--- src/rtl/vlane_seq.sv ---
// vlane_seq: element sequencer for one vector lane ALU.
// Latches a vector instruction at launch and steps the element index through
// the lane ALU one element per cycle. It tracks products in flight through the
// pipelined multiplier and emits write-back strobes in ascending element order.
//
// Ports:
//   clk_i, rst_i          clock (rising edge), asynchronous active-high reset
//   start_i               launch strobe, accepted only in IDLE
//   is_mul_i              launch operation class (1 = multiplier/MAC path)
//   vl_i                  launch element count, clamped to VLEN_MAX
//   mask_i                launch per-element mask
//   stall_i               write-back backpressure, freezes issue and tracking
//   req_valid_o/req_idx_o element issue strobe and operand read index
//   mask_en_o             mask bit of the issued element
//   mul_en_o              multiplier pipeline enable
//   wb_valid_o/wb_idx_o   write-back strobe and element index
//   wb_mask_o             mask bit of the written element
//   busy_o, done_o        instruction in progress, one-cycle completion pulse
module vlane_seq #(
  parameter int unsigned DATA_WIDTH = 32,
  parameter int unsigned PIPE_ST    = 5,
  parameter int unsigned VLEN_MAX   = 32,
  parameter int unsigned IDX_W      = $clog2(VLEN_MAX)
) (
  input  logic                clk_i,
  input  logic                rst_i,
  input  logic                start_i,
  input  logic                is_mul_i,
  input  logic [IDX_W:0]      vl_i,
  input  logic [VLEN_MAX-1:0] mask_i,
  input  logic                stall_i,
  output logic                req_valid_o,
  output logic [IDX_W-1:0]    req_idx_o,
  output logic                mask_en_o,
  output logic                mul_en_o,
  output logic                wb_valid_o,
  output logic [IDX_W-1:0]    wb_idx_o,
  output logic                wb_mask_o,
  output logic                busy_o,
  output logic                done_o
);

  // Tracker depth equals the product latency in enabled cycles.
  localparam int unsigned DEPTH = PIPE_ST - 1;
  localparam logic [IDX_W:0] VL_MAX = (IDX_W+1)'(VLEN_MAX);

  // Parameter sanity: the tracker needs at least one stage.
  if (PIPE_ST < 2 || DATA_WIDTH == 0) begin : g_bad_params
    $error("vlane_seq: PIPE_ST must be >= 2 and DATA_WIDTH nonzero");
  end

  typedef enum logic [1:0] {
    S_IDLE  = 2'd0,
    S_ISSUE = 2'd1,
    S_DRAIN = 2'd2,
    S_DONE  = 2'd3
  } state_t;

  state_t                state_q;
  logic [IDX_W-1:0]      idx_q;
  logic [IDX_W:0]        vl_q;
  logic                  is_mul_q;
  logic [VLEN_MAX-1:0]   mask_q;
  logic [DEPTH-1:0]      trk_v_q;
  logic [DEPTH-1:0]      trk_m_q;
  logic [IDX_W-1:0]      trk_idx_q [DEPTH];

  logic                  req_valid_c;
  logic                  mul_en_c;
  logic                  last_issue_c;
  logic                  trk_busy_nxt_c;
  logic [IDX_W:0]        vl_clamp_c;

  assign req_valid_c  = (state_q == S_ISSUE) && !stall_i;
  assign mul_en_c     = ((state_q == S_ISSUE) || (state_q == S_DRAIN)) && is_mul_q && !stall_i;
  assign last_issue_c = (idx_q == IDX_W'(vl_q - 1'b1));
  assign vl_clamp_c   = (vl_i > VL_MAX) ? VL_MAX : vl_i;

  // Occupancy of the tracker after this edge: a shift drops the last stage.
  always_comb begin
    trk_busy_nxt_c = mul_en_c && req_valid_c;
    for (int k = 0; k < int'(DEPTH); k++) begin
      if (!mul_en_c || (k < int'(DEPTH) - 1)) begin
        trk_busy_nxt_c = trk_busy_nxt_c | trk_v_q[k];
      end
    end
  end

  // Instruction state, index counter and multiplier tracker.
  always_ff @(posedge clk_i or posedge rst_i) begin
    if (rst_i) begin
      state_q  <= S_IDLE;
      idx_q    <= '0;
      vl_q     <= '0;
      is_mul_q <= 1'b0;
      mask_q   <= '0;
      trk_v_q  <= '0;
      trk_m_q  <= '0;
      for (int k = 0; k < int'(DEPTH); k++) begin
        trk_idx_q[k] <= '0;
      end
    end else begin
      case (state_q)
        S_IDLE: begin
          if (start_i) begin
            vl_q     <= vl_clamp_c;
            is_mul_q <= is_mul_i;
            mask_q   <= mask_i;
            idx_q    <= '0;
            state_q  <= (vl_clamp_c == '0) ? S_DONE : S_ISSUE;
          end
        end
        S_ISSUE: begin
          if (!stall_i) begin
            idx_q <= idx_q + 1'b1;
            if (last_issue_c) begin
              state_q <= is_mul_q ? S_DRAIN : S_DONE;
            end
          end
        end
        S_DRAIN: begin
          if (!trk_busy_nxt_c) begin
            state_q <= S_DONE;
          end
        end
        S_DONE:  state_q <= S_IDLE;
        default: state_q <= S_IDLE;
      endcase

      // Stage 0 takes the issued element, or a bubble when nothing issues.
      if (mul_en_c) begin
        trk_v_q[0]   <= req_valid_c;
        trk_idx_q[0] <= idx_q;
        trk_m_q[0]   <= mask_q[idx_q];
        for (int k = 1; k < int'(DEPTH); k++) begin
          trk_v_q[k]   <= trk_v_q[k-1];
          trk_idx_q[k] <= trk_idx_q[k-1];
          trk_m_q[k]   <= trk_m_q[k-1];
        end
      end
    end
  end

  assign req_valid_o = req_valid_c;
  assign req_idx_o   = idx_q;
  assign mask_en_o   = mask_q[idx_q];
  assign mul_en_o    = mul_en_c;

  // ALU results write back in the issue cycle; products leave the last stage.
  assign wb_valid_o = is_mul_q ? (trk_v_q[DEPTH-1] && !stall_i) : req_valid_c;
  assign wb_idx_o   = is_mul_q ? trk_idx_q[DEPTH-1] : idx_q;
  assign wb_mask_o  = is_mul_q ? trk_m_q[DEPTH-1] : mask_q[idx_q];

  assign busy_o = (state_q != S_IDLE);
  assign done_o = (state_q == S_DONE);

endmodule

--- config.mk ---
export PLATFORM = sky130hd
export DESIGN_NAME = vlane_seq
export DESIGN_NICKNAME = d
export VERILOG_FILES = /design/src/rtl/vlane_seq.sv
export SDC_FILE = /design/constraint.sdc
export NUM_CORES = 1
export LEC_CHECK = 0
export ABC_AREA = 1
export CORE_MARGIN = 5
export CORE_UTILIZATION = 57
export DETAILED_ROUTE_END_ITERATION = 16
export PLACE_DENSITY = 0.85
export RECOVER_POWER = 25
export SYNTH_ARGS = -nofsm -noshare
export SYNTH_HDL_FRONTEND = slang
export SYNTH_SLANG_ARGS = --single-unit
export TNS_END_PERCENT = 100
--- constraint.sdc ---
create_clock -name clk_i -period 3.53 [get_ports clk_i]
set_input_delay 0.706 -clock clk_i [delete_from_list [all_inputs] [get_ports clk_i]]
set_output_delay 0.706 -clock clk_i [all_outputs]
set_load 0.005 [all_outputs]
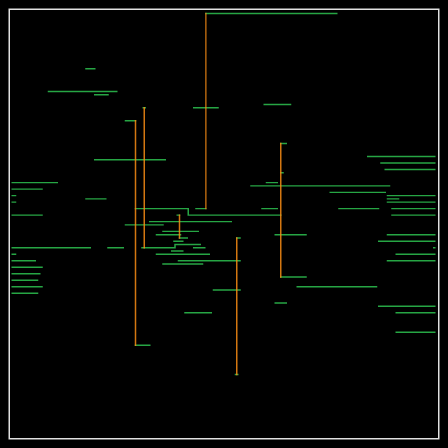
run_1/metal_stack.png
Two of the layers only.
Key: green = met3 [wire length 524 um]; orange = met4 [wire length 178 um]

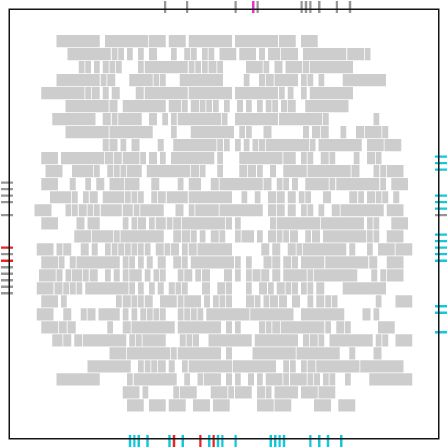
run_1/pins.png
Pins as bars across the die edge, other pins in grey.
Key: magenta = `wb_mask_o` [pins 1, direction output, edge top]; red = `req_idx_o` [pins 5, direction output, edge 3 bottom, 2 left]; cyan = `mask_i` [pins 32, direction input, edge 18 bottom, 14 right]
All pins by edge: 21 bottom, 15 right, 13 left, 11 top.

==> impl_metrics.json, run 1 <==
{
  "status": "finished, final reports clean",
  "syn_inst": 477,
  "ys_area_um2": 3598,
  "netlist_area_um2": 3598,
  "crit_path_end_kind": "output port",
  "grt_max_degree": 57,
  "p_per_area_nw_per_um2": 777.5,
  "dpl.cell_count": 598,
  "hold_buffers": 0,
  "grt.met3_usage": 0.03410,
  "clock_latency_ns": 0.34,
  "tightest_slew_ns": 1.149,
  "cts_tree": "yes",
  "drt_iter0_markers": 169,
  "hpwl_um": 5997,
  "crit_fanout": 13,
  "ys_sh_mux": 0,
  "timing.fmax_mhz": 324.9,
  "fillers": 501,
  "placed_area_um2": 4243,
  "postSynthSeqShare": 0.5076,
  "cts_buffers": 9,
  "synth_flops": 73,
  "top_cell_area_share": 0.5076,
  "die_area_um2": 8002,
  "wirelength_um": 8294,
  "ys_cells": 477,
  "relSlewSlack": 0.2332,
  "die_x_um": 89.46,
  "n_antenna_cell": 0,
  "hold_viol": 0,
  "peakVddDrop_uv": 507.3,
  "ant_nets": 0,
  "final_area_um2": 4409,
  "synthArstFlopShare": 1.000,
  "busiest_layer": "met2",
  "syn_area_per_cell_um2": 7.544,
  "drc": 0,
  "nNetsFinal": 582,
  "wl_per_cell_um": 13.51,
  "holdCritPathClass": "flop to flop",
  "cts.sink_count": 73,
  "antenna_found_initial": 0,
  "top_cells_by_area": "dfrtp_1, nand2_1, o21ai_0",
  "tns_ns": 0,
  "root_buffer": "clkbuf_8",
  "grt_pass1_vias": 3088,
  "final_max_slew_viol_count": 0,
  "most_common_cell": "nand2_1",
  "ctsResizeCount": 0,
  "synth-main-ff-cell": "dfrtp_1",
  "skew_ns": 0.007998,
  "period_used_share": 0.8719,
  "fin_cells": 614,
  "yosys_warnings": 0,
  "synthDistinctLibCells": 22,
  "clkTransAtPathRegs_ns": 0.07,
  "port_buffers": 59,
  "arrival_ns": 2.37,
  "track_usage": 0.2272,
  "timing.hold.ws_ns": 0.4725,
  "top_cells_by_count": "nand2_1, dfrtp_1, o21ai_0, inv_1, nand3_1",
  "finalCriticalPeriod_ns": 3.078,
  "globalplace.congestion": 0.8974
}
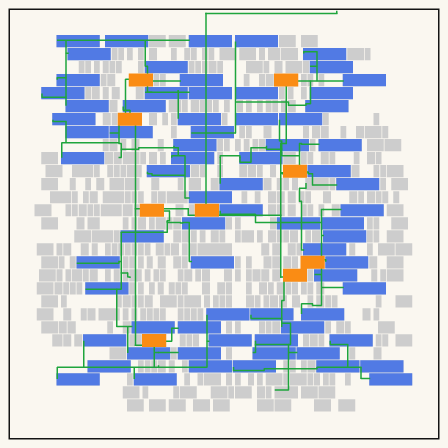
run_1/clock_map.png
Key: blue = flip-flops [count 73]; green = clock wires [length 837 um]; orange = cells driving clock nets [count 9]
There are 10 routed clock nets. Position of the flops: spread over the die.

run 1: routing by layer:
metal	wire length, um	share of wire
met2	4071	0.49
met1	3520	0.42
met5	0	0
met4	178	0.021
met3	523	0.063
run 1: worst max-delay path, stage by stage, from the launching register on:
cell	delay (ns)
dfrtp_1	0.62
inv_1	0.29
nand3_1	0.15
nand3_1	0.08
nand2_1	0.08
nor2_1	0.05
nand2_1	0.10
nand3_1	0.10
nand2_1	0.07
clkdlybuf4s50_1	0.49
run 1: state kept, by name (all words and copies together) (netlist names):
signal	cells
vl_q	5
trk_idx_q	20
trk_v_q	4
is_mul_q	1
mask_q	32
state_q	2
trk_m_q	4
req_idx_o	5
run 1: layout by cell type (no fill, tap or decap), types with 2 or more instances in the layout:
cell             synthesis  layout
nor2_1                  15      15
buf_4                    1       3
nand4_1                  2       2
dfrtp_1                 73      73
clkbuf_8                 0      11
o21ai_0                 52      52
clkdlybuf4s50_1          0      58
inv_1                   49      49
nor3_1                   6       6
a21oi_1                  4       4
inv_2                    8       8
ha_1                     7       7
nand3_1                 38      38
clkinvlp_4               0       2
clkinv_2                 0       3
nand2_1                195     195
a21oi_2                  2       2
run 1: area by class of cell:
| type | instances | area (um2) | area share |
|---|---|---|---|
| flip-flops and latches | 73 | 1827 | 0.4143 |
| well taps | 77 | 96.34 | 0.02185 |
| multi-input cells | 327 | 1453 | 0.3295 |
| clock inverters | 5 | 30.03 | 0.006810 |
| inverters | 57 | 214.0 | 0.04852 |
| clock buffers | 11 | 151.4 | 0.03434 |
| repair buffers | 64 | 638.1 | 0.1447 |
run 1: where the power goes:
group	internal (W)	switching (W)	total [W]
registers	0.00120	0.000212	0.00141
clock network	0.000289	0.000304	0.000594
logic	0.000568	0.000855	0.00142
total	0.00206	0.00137	0.00343
run 1: metrics by stage:
stage               total power, W  worst slack [ns]    util
finish                    0.003428            0.4522  0.7065
global route              0.003726            0.2487  0.7065
CTS                       0.003447            0.4630  0.7089
detailed placement        0.002845            0.7393  0.6798
global placement          0.002767            0.7671  0.6798
floorplan                 0.002356            0.9707       -
run 1: logic make-up after synthesis:
kind of cell / after synthesis
buffers and inverters: 77
flip-flops: 73
adder cells (fa/ha/maj): 7
AND/OR/NAND/NOR: 259
AND-OR/OR-AND: 61
run 1: final timing paths:
path,start,endpoint,slack (ns),cells after the start
max in group asynchronous,rst_i,vl_q[2]$_DFFE_PP0P_,0.87,3
setup reg to reg,state_q[0]$_DFFE_PP0P_,is_mul_q$_DFFE_PP0P_,1.50,7
min in group asynchronous,rst_i,mask_q[4]$_DFFE_PP0P_,1.09,2
setup / recovery,req_idx_o[1]$_DFFE_PP0P_,wb_mask_o,0.45,9
hold / removal,trk_idx_q[9]$_DFFE_PP0P_,trk_idx_q[4]$_DFFE_PP0P_,0.47,2
hold reg to reg,trk_idx_q[9]$_DFFE_PP0P_,trk_idx_q[4]$_DFFE_PP0P_,0.47,2
==> inputs of run 2 (changes only) <==
Settings changed: CORE_UTILIZATION 57 to 35, PLACE_DENSITY 0.85 to not set, RECOVER_POWER 25 to 50.
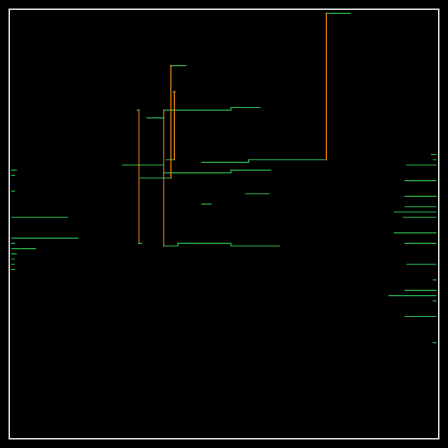
run_2/metal_stack.png
Two of the layers only.
Key: green = met3 [wire length 318 um]; orange = met4 [wire length 155 um]

==> impl_metrics.json, run 2 <==
{
  "crit_path_end_kind": "output port",
  "regMostFlops": "mask_q",
  "final_max_slew_viol_count": 0,
  "netlist_logic_family_top": "simple AND/OR/NAND/NOR gates",
  "crit_fanout": 13,
  "rr_worst_depth": 10,
  "globalplace.congestion": 0.7915,
  "clk_path_buf_depth": 2,
  "drc": 0,
  "worst_ep_required_time_ns": 2.82,
  "finalCriticalPeriod_ns": 3.040,
  "drtPass1Iterations": 4,
  "arrival_ns": 2.33,
  "synth-main-ff-cell": "dfrtp_1",
  "ant_nets": 0,
  "initial_core_util": 0.3533,
  "port_buffers": 59,
  "grt_overflow_total": 0,
  "netlist_area_um2": 3598,
  "nNetsFinal": 583,
  "crit_type": "flop to output port",
  "aoi_share": 0.08936,
  "ys_area_um2": 3598,
  "timing.fmax_mhz": 329.0,
  "rows": 37,
  "tool_warnings": 30,
  "p_per_area_nw_per_um2": 794.2,
  "clkTransAtPathRegs_ns": 0.08,
  "ctsResizeCount": 0,
  "relSlewSlack": 0.1447,
  "grt_max_degree": 44,
  "min_from": "trk_m_q[2]$_DFFE_PP0P_",
  "cts_max_level": 3,
  "grt_pass1_vias": 3143,
  "syn_inst": 477,
  "area_growth_pct": 25.70,
  "fillers": 1043,
  "hold_depth": 2,
  "top_regs": "mask_q: 32 flops, trk_idx_q: 20 flops",
  "postSynthSeqShare": 0.5076,
  "cap_violations": 0,
  "ys_sh_simple": 0.2900,
  "drt_iter0_markers": 211,
  "fp_nets": 527,
  "cts_buffers": 9,
  "post_cts_buffers": 0,
  "tightest_slew_ns": 1.283,
  "regToRegSetupSlack_ns": 0.83,
  "worstReg2RegEnd": "state_q[1]$_DFFE_PP0P_",
  "start_kind": "flop",
  "die_height_um": 111.4,
  "setup_viol": 0,
  "hold_buffers": 0,
  "largest_reg_flops": 32,
  "tns_ns": 0,
  "track_usage": 0.1496,
  "cts.sink_count": 73,
  "antenna_found_initial": 0,
  "wl_per_cell_um": 13.07,
  "ioPinCount": 60,
  "clock_latency_ns": 0.34,
  "root_buffer": "clkbuf_8",
  "grt_pass1_wl_um": 15190,
  "leakage_nw": 2.243,
  "drive_above_1_share": 0.05948,
  "wirelength_um": 8808,
  "synth_flops": 73,
  "lay_top_count": "nand2_1",
  "register_area_um2": 1827,
  "rr_startpoint": "state_q[0]$_DFFE_PP0P_",
  "top_cells_by_area": "dfrtp_1, nand2_1, o21ai_0",
  "edf_count": 0,
  "core_um2": 10180,
  "holdCritPathClass": "flop to flop",
  "adder_share": 0.02434,
  "most_common_cell": "nand2_1",
  "die_x_um": 111.4,
  "status": "finished, final reports clean",
  "rsz0062_at_grt": "no",
  "hold_end": "trk_m_q[3]$_DFFE_PP0P_",
  "yosysTopAreaCell": "dfrtp_1",
  "final-comb-area_um2": 1448,
  "die_area_um2": 12410,
  "cts_tree": "yes",
  "hold_viol": 0,
  "vias": 3079,
  "vias_per_cell": 4.568,
  "lay_top_cells": "nand2_1, dfrtp_1, clkdlybuf4s50_1, o21ai_0, inv_1",
  "top_cell_area_share": 0.5076,
  "top_cells_by_count": "nand2_1, dfrtp_1, o21ai_0, inv_1, nand3_1",
  "ys_sh_mux": 0,
  "yosys_warnings": 0,
  "final_core_util": 0.4441,
  "ys_cells": 477,
  "hpwl_um": 6292,
  "n_antenna_cell": 0,
  "syn_area_per_cell_um2": 7.544,
  "synthArstFlopShare": 1.000,
  "skew_ns": 0.01044,
  "ys_sh_xor": 0,
  "peakVddDrop_uv": 332.7,
  "period_used_share": 0.8611,
  "synthDistinctLibCells": 22
}
==> run 2: report_power, final <==
group	total [W]	switching, W	internal [W]
registers	0.00141	0.000211	0.00120
clock network	0.000778	0.000307	0.000470
logic	0.00141	0.000844	0.000561
==> run 2: kinds of logic after synthesis <==
logic type	count (synthesis)
DFF	73
buffers and inverters	77
AOI/OAI and AO/OA	61
and+or+nand+nor	259
adders and majority gates	7
==> run 2: how the worst max path moves through the flow <==
stage	startpoint	to	slack, ns	cells after the start
after floorplan	rst_i	is_mul_q$_DFFE_PP0P_	0.97	1
after detailed placement	stall_i	wb_valid_o	0.80	5
after global routing	req_idx_o[1]$_DFFE_PP0P_	wb_mask_o	0.23	9
final	req_idx_o[1]$_DFFE_PP0P_	wb_mask_o	0.49	9
after global placement	stall_i	wb_valid_o	0.85	5
after CTS	req_idx_o[1]$_DFFE_PP0P_	wb_mask_o	0.48	9
==> run 2: layout make-up <==
cell class | instances | share of cell area
inverters | 57 | 0.04730
multi-input cells | 327 | 0.3201
clock buffers | 11 | 0.02905
clock inverters | 5 | 0.02296
repair buffers | 65 | 0.1391
well taps | 136 | 0.03762
flip-flops and latches | 73 | 0.4039
==> run 2: critical path, cell delays in order (launching register included) <==
cell and delay, ns:
dfrtp_1 0.61, inv_1 0.28, nand3_1 0.15, nand3_1 0.08
nand2_1 0.06, nor2_1 0.04, nand2_1 0.12, nand3_1 0.09
nand2_1 0.07, clkdlybuf4s50_1 0.49
==> run 2: stage by stage <==
| stage | cell area [um2] | setup slack (ns) | power [W] | hold WS (ns) | std cells |
|---|---|---|---|---|---|
| 2_1_floorplan | 3598 | 0.9707 | 0.002356 | 0.4422 | 477 |
| 3_3_place_gp | 4312 | 0.8493 | 0.002825 | 0.4514 | 658 |
| 3_5_place_dp | 4312 | 0.7966 | 0.002848 | 0.4514 | 658 |
| 4_1_cts | 4547 | 0.4807 | 0.003639 | 0.4678 | 674 |
| 5_1_grt | 4523 | 0.2273 | 0.003934 | 0.4962 | 674 |
| 6_report | 4523 | 0.4904 | 0.003592 | 0.4680 | 674 |
==> run 2: layer usage <==
metal	track usage	vias up	wire length [um]
met5	0	-	0
met1	0.2064	1424	4333
met3	0.04293	13	317
met2	0.2336	48	4002
met4	0.03731	0	155
li1	-	1594	-
Power and IR drop assume default switching activity.
